`config.mk`:
```
export PLATFORM = sky130hd
export DESIGN_NAME = vga_fb_arbiter_flat
export DESIGN_NICKNAME = d
export VERILOG_FILES = /design/src/rtl/vga_fb_arbiter_if.sv /design/src/rtl/vga_fb_arbiter.sv /design/src/flat_wrapper.sv
export SDC_FILE = /design/constraint.sdc
export NUM_CORES = 1
export LEC_CHECK = 0
export ABC_AREA = 1
export CAP_MARGIN = 10
export CORE_MARGIN = 3
export CORE_UTILIZATION = 53
export CTS_CLUSTER_DIAMETER = 40
export DETAILED_ROUTE_END_ITERATION = 6
export HOLD_SLACK_MARGIN = 0.06
export PLACE_DENSITY = 0.95
export SYNTH_ARGS = -nofsm -noshare
export SYNTH_HDL_FRONTEND = slang
export SYNTH_SLANG_ARGS = --single-unit
```
`constraint.sdc`:
```
create_clock -name PIXEL_CLK -period 6.8 [get_ports PIXEL_CLK]
set_clock_uncertainty 0.05 [all_clocks]
set_input_delay 1.36 -clock PIXEL_CLK [delete_from_list [all_inputs] [get_ports PIXEL_CLK]]
set_output_delay 1.36 -clock PIXEL_CLK [all_outputs]
set_load 0.05 [all_outputs]
```
`src/rtl/vga_fb_arbiter_if.sv`:
```
// vga_fb_arbiter_if: sync counters, host write port, RAM port and line-buffer port of the arbiter
interface vga_fb_arbiter_if #(
  parameter int AW = 15,
  parameter int DW = 16,
  parameter int LBW = 6
);
  logic [12:0] locX;
  logic [12:0] locY;
  logic host_valid;
  logic host_ready;
  logic [AW-1:0] host_addr;
  logic [DW-1:0] host_data;
  logic ram_en;
  logic ram_we;
  logic [AW-1:0] ram_addr;
  logic [DW-1:0] ram_wdata;
  logic [DW-1:0] ram_rdata;
  logic lb_we;
  logic [LBW-1:0] lb_addr;
  logic lb_bank;
  logic [DW-1:0] lb_wdata;
  logic fetch_busy;
  logic late_err;
  modport master (
    input locX, locY, host_valid, host_addr, host_data, ram_rdata,
    output host_ready, ram_en, ram_we, ram_addr, ram_wdata, lb_we, lb_addr, lb_bank, lb_wdata,
      fetch_busy, late_err
  );
  modport slave (
    output locX, locY, host_valid, host_addr, host_data, ram_rdata,
    input host_ready, ram_en, ram_we, ram_addr, ram_wdata, lb_we, lb_addr, lb_bank, lb_wdata,
      fetch_busy, late_err
  );
endinterface

```
`src/rtl/vga_fb_arbiter.sv`:
```
// vga_fb_arbiter: shares one framebuffer RAM between the blanking-time line prefetch and host writes
module vga_fb_arbiter #(
  parameter int RES_V = 480,
  parameter int MAX_V = 524,
  parameter int FETCH_X = 648,
  parameter int WORDS_PER_LINE = 40,
  parameter int AW = 15,
  parameter int DW = 16,
  parameter int LBW = 6,
  parameter int RD_LAT = 2
) (
  input logic PIXEL_CLK,
  input logic RESET,
  vga_fb_arbiter_if.master bus
);
  localparam int CNW = LBW + 1;
  localparam int DCW = $clog2(RD_LAT + 1);
  typedef enum logic [1:0] {IDLE, FETCH, DRAIN} state_t;
  state_t state;
  logic synced;
  logic bank;
  logic [AW-1:0] base;
  logic [AW-1:0] next_base;
  logic [CNW-1:0] cnt;
  logic [LBW-1:0] rd_idx;
  logic [DCW-1:0] dcnt;
  logic [RD_LAT-1:0] pv;
  logic [LBW-1:0] pi [RD_LAT];
  logic [12:0] tgt;
  logic [AW-1:0] start_base;
  logic hit;
  logic trig;
  // trigger decode, host handshake and line-buffer outputs taken from the delay pipe
  always_comb begin
    tgt = bus.locY == 13'(MAX_V) ? '0 : bus.locY + 13'd1;
    hit = bus.locX == 13'(FETCH_X);
    trig = hit && tgt < 13'(RES_V) && (synced || tgt == '0);
    start_base = tgt == '0 ? '0 : next_base;
    bus.host_ready = !RESET && state == IDLE && !trig;
    bus.fetch_busy = state != IDLE;
    bus.lb_we = pv[RD_LAT-1];
    bus.lb_addr = pi[RD_LAT-1];
    bus.lb_bank = bank;
    bus.lb_wdata = bus.ram_rdata;
  end
  // fetch FSM with registered RAM port; reads are tagged and delayed RD_LAT cycles to the line buffer
  always_ff @(posedge PIXEL_CLK) begin
    if (RESET) begin
      state <= IDLE;
      synced <= 1'b0;
      bank <= 1'b0;
      base <= '0;
      next_base <= '0;
      cnt <= '0;
      rd_idx <= '0;
      dcnt <= '0;
      pv <= '0;
      for (int k = 0; k < RD_LAT; k++) pi[k] <= '0;
      bus.ram_en <= 1'b0;
      bus.ram_we <= 1'b0;
      bus.ram_addr <= '0;
      bus.ram_wdata <= '0;
      bus.late_err <= 1'b0;
    end else begin
      if (hit && tgt == '0) synced <= 1'b1;
      if (trig && state != IDLE) bus.late_err <= 1'b1;
      pv[0] <= bus.ram_en && !bus.ram_we;
      pi[0] <= rd_idx;
      for (int k = 1; k < RD_LAT; k++) begin
        pv[k] <= pv[k-1];
        pi[k] <= pi[k-1];
      end
      case (state)
        IDLE: begin
          if (trig) begin
            state <= FETCH;
            base <= start_base;
            bank <= tgt[0];
            cnt <= CNW'(1);
            rd_idx <= '0;
            bus.ram_en <= 1'b1;
            bus.ram_we <= 1'b0;
            bus.ram_addr <= start_base;
          end else if (bus.host_valid) begin
            bus.ram_en <= 1'b1;
            bus.ram_we <= 1'b1;
            bus.ram_addr <= bus.host_addr;
            bus.ram_wdata <= DW'(bus.host_data);
          end else begin
            bus.ram_en <= 1'b0;
            bus.ram_we <= 1'b0;
          end
        end
        FETCH: begin
          if (cnt == CNW'(WORDS_PER_LINE)) begin
            state <= DRAIN;
            dcnt <= '0;
            next_base <= base + AW'(WORDS_PER_LINE);
            bus.ram_en <= 1'b0;
          end else begin
            cnt <= cnt + CNW'(1);
            rd_idx <= cnt[LBW-1:0];
            bus.ram_addr <= bus.ram_addr + AW'(1);
          end
        end
        DRAIN: begin
          if (dcnt == DCW'(RD_LAT - 1)) state <= IDLE;
          else dcnt <= dcnt + DCW'(1);
        end
        default: state <= IDLE;
      endcase
    end
  end
endmodule
```
`src/flat_wrapper.sv`:
```
// flat-port wrapper written by rule: the top's interface ports become plain ports
module vga_fb_arbiter_flat 
#(
  parameter int RES_V = 480,
  parameter int MAX_V = 524,
  parameter int FETCH_X = 648,
  parameter int WORDS_PER_LINE = 40,
  parameter int AW = 15,
  parameter int DW = 16,
  parameter int LBW = 6,
  parameter int RD_LAT = 2
)
  (PIXEL_CLK, RESET, bus_locX, bus_locY, bus_host_valid, bus_host_addr, bus_host_data, bus_ram_rdata, bus_host_ready, bus_ram_en, bus_ram_we, bus_ram_addr, bus_ram_wdata, bus_lb_we, bus_lb_addr, bus_lb_bank, bus_lb_wdata, bus_fetch_busy, bus_late_err);
  vga_fb_arbiter_if #(.AW(AW), .DW(DW), .LBW(LBW)) bus_i ();
  input logic PIXEL_CLK;
  input logic RESET;
  input wire logic [$bits(bus_i.locX)-1:0] bus_locX;
  input wire logic [$bits(bus_i.locY)-1:0] bus_locY;
  input wire logic [$bits(bus_i.host_valid)-1:0] bus_host_valid;
  input wire logic [$bits(bus_i.host_addr)-1:0] bus_host_addr;
  input wire logic [$bits(bus_i.host_data)-1:0] bus_host_data;
  input wire logic [$bits(bus_i.ram_rdata)-1:0] bus_ram_rdata;
  output wire logic [$bits(bus_i.host_ready)-1:0] bus_host_ready;
  output wire logic [$bits(bus_i.ram_en)-1:0] bus_ram_en;
  output wire logic [$bits(bus_i.ram_we)-1:0] bus_ram_we;
  output wire logic [$bits(bus_i.ram_addr)-1:0] bus_ram_addr;
  output wire logic [$bits(bus_i.ram_wdata)-1:0] bus_ram_wdata;
  output wire logic [$bits(bus_i.lb_we)-1:0] bus_lb_we;
  output wire logic [$bits(bus_i.lb_addr)-1:0] bus_lb_addr;
  output wire logic [$bits(bus_i.lb_bank)-1:0] bus_lb_bank;
  output wire logic [$bits(bus_i.lb_wdata)-1:0] bus_lb_wdata;
  output wire logic [$bits(bus_i.fetch_busy)-1:0] bus_fetch_busy;
  output wire logic [$bits(bus_i.late_err)-1:0] bus_late_err;
  assign bus_i.locX = bus_locX;
  assign bus_i.locY = bus_locY;
  assign bus_i.host_valid = bus_host_valid;
  assign bus_i.host_addr = bus_host_addr;
  assign bus_i.host_data = bus_host_data;
  assign bus_i.ram_rdata = bus_ram_rdata;
  assign bus_host_ready = bus_i.host_ready;
  assign bus_ram_en = bus_i.ram_en;
  assign bus_ram_we = bus_i.ram_we;
  assign bus_ram_addr = bus_i.ram_addr;
  assign bus_ram_wdata = bus_i.ram_wdata;
  assign bus_lb_we = bus_i.lb_we;
  assign bus_lb_addr = bus_i.lb_addr;
  assign bus_lb_bank = bus_i.lb_bank;
  assign bus_lb_wdata = bus_i.lb_wdata;
  assign bus_fetch_busy = bus_i.fetch_busy;
  assign bus_late_err = bus_i.late_err;
  vga_fb_arbiter #(.RES_V(RES_V), .MAX_V(MAX_V), .FETCH_X(FETCH_X), .WORDS_PER_LINE(WORDS_PER_LINE), .AW(AW), .DW(DW), .LBW(LBW), .RD_LAT(RD_LAT)) u_core (.PIXEL_CLK(PIXEL_CLK), .RESET(RESET), .bus(bus_i));
endmodule
```
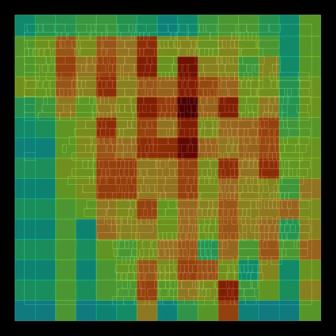
Fig. 1. Track usage over the die.
Global Route met2 Usage: 38.88%
global routing met1 resource utilization: 31.14%

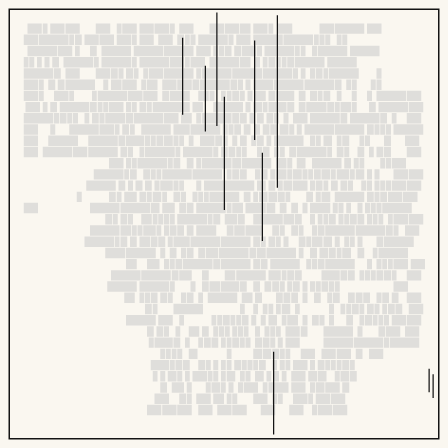
Fig. 2. Metal 4.
main direction	vertical
longest straight run	41.5 um
wire length on this layer	205 um
nets with wire on the layer	10
share of all routed wire	1.6%
detailed-route via count: 5091
total detailed-routing wirelength: 12750 um

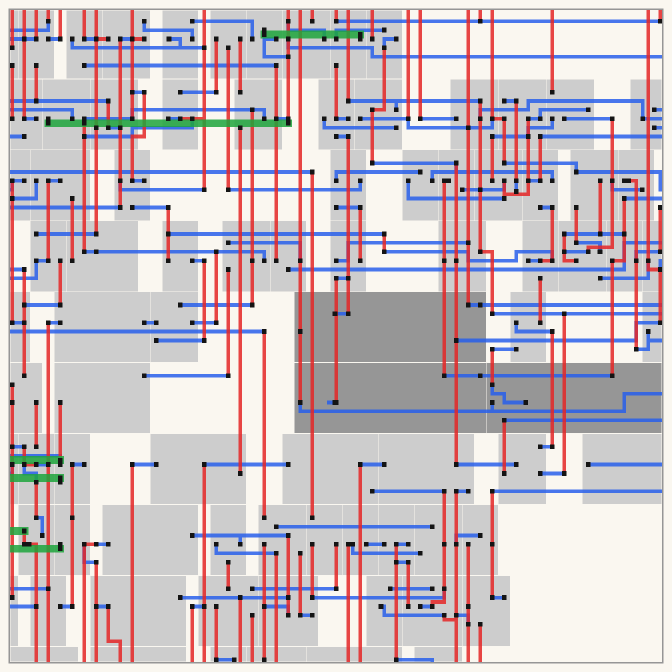
Fig. 3. Layout detail.
Region (65, 13) to (90, 38) um. Cells in grey, sequential cells in the stronger grey; small squares are vias.
colour	layer
blue	metal 1
green	metal 3
red	metal 2
sequential cells in the window	3
most frequent	nor2_1 (17), nand2_1 (15), clkdlybuf4s50_1 (8)
cells with their middle in the window	74
netlist names of flops here include	`u_core.bus.ram_addr` (3)

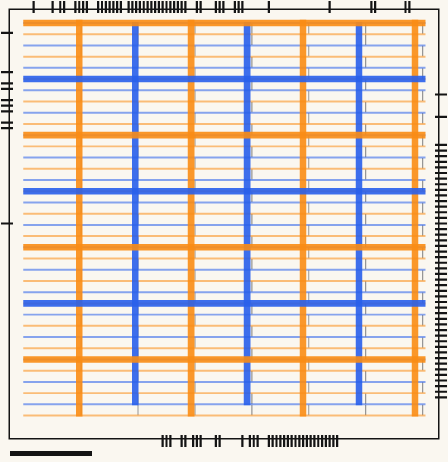
Fig. 4. Power grid.
Bar = 20 um. Pins as bars on the die edge. Tap cells in grey.
colour	net
orange	VSS
blue	VDD
met4 straps	7
tap cells	129
signal pins	136
met1 rails	36
Die Height: 103.8 um
Peak VDD IR: 154.3 uV
die extent in x: 103.8 um
core area: 0.009284 mm^2

==> out/qor.rpt <==
============================================================================================
Count of routing violations after the opening detailed-route iteration ........          449
Count of pins on the block boundary ...........................................          136
Clock Tree Buf Depth ..........................................................            2
Basic-gate share of the synthesized area counting and, or, nand and nor cells .       31.03%
Setup tns final ...............................................................         0 ns
Most used routing layer .......................................................         met2
Most frequent standard cell in the layout excluding fill and tap cells ........ sky130_fd_sc_hd__nor2_1
Leakage component of the power ................................................     2.532 nW
Outcome .......................................................................    completed
Fin util ......................................................................       66.27%
Worst EP arrival ..............................................................      4.16 ns
TritonCTS clock tree ..........................................................        built
Worst Setup Slack post-DPL ....................................................     1.261 ns
Synth Cell Area ............................................................... 0.005069 mm^2
Fraction of met3 tracks used by global routing ................................       4.860%
Critical Path Most Common Cell ................................................ sky130_fd_sc_hd__nand2_1
Final number of hold-violating endpoints ......................................            0
Most common flop cell mapped by yosys ......................................... sky130_fd_sc_hd__dfxtp_1
Met2 wire len .................................................................      6210 um
Worst path buffer plus inverter count .........................................            5
Area used by sequential logic in the layout ................................... 0.001942 mm^2
Post-synth EDFFs ..............................................................            0
Async set or reset register ratio after synthesis .............................           0%
Maximum number of pins on one net before global-route repair ..................           45
Placed cell area .............................................................. 0.005972 mm^2
Post-layout period usage ......................................................       81.93%
Post-Layout Cell Count ........................................................          957
1st-pass router iterations ....................................................            5
Sequential-to-total area share from yosys stat ................................       38.31%
Unrepaired setup endpoints after global routing ...............................           no
Library cell with the highest instance count after synthesis .................. sky130_fd_sc_hd__nor2_1
Post-Synthesis Net Count ......................................................          839
Start point of the critical path ..............................................  bus_locY[0]
CTS HTree Levels ..............................................................            3
Cell type with the highest aggregate area in the netlist ...................... sky130_fd_sc_hd__dfxtp_1
============================================================================================
sequential cells by signal, summed over array words and instances, names as in the netlist:
signal	cells
u_core.bus.ram_en	1
u_core.pi	12
u_core.bus.ram_addr	15
u_core.bus.ram_wdata	16
u_core.bus.lb_bank	1
u_core.dcnt	2
u_core.cnt	7
u_core.pv	2
u_core.state	2
u_core.rd_idx	6
u_core.next_base	15
u_core.bus.late_err	1
u_core.base	15
u_core.bus.ram_we	1
u_core.synced	1
where the power goes:
| group | internal, W | switching [W] | leakage (nW) |
|---|---|---|---|
| Clock | 0.000138 | 0.000210 | 0.0786 |
| Combinational | 0.0000737 | 0.000111 | 1.66 |
| Sequential | 0.000582 | 0.0000113 | 0.790 |
| Total | 0.000794 | 0.000333 | 2.53 |
Power figures rest on the tool's default switching activity, not on a simulated workload.
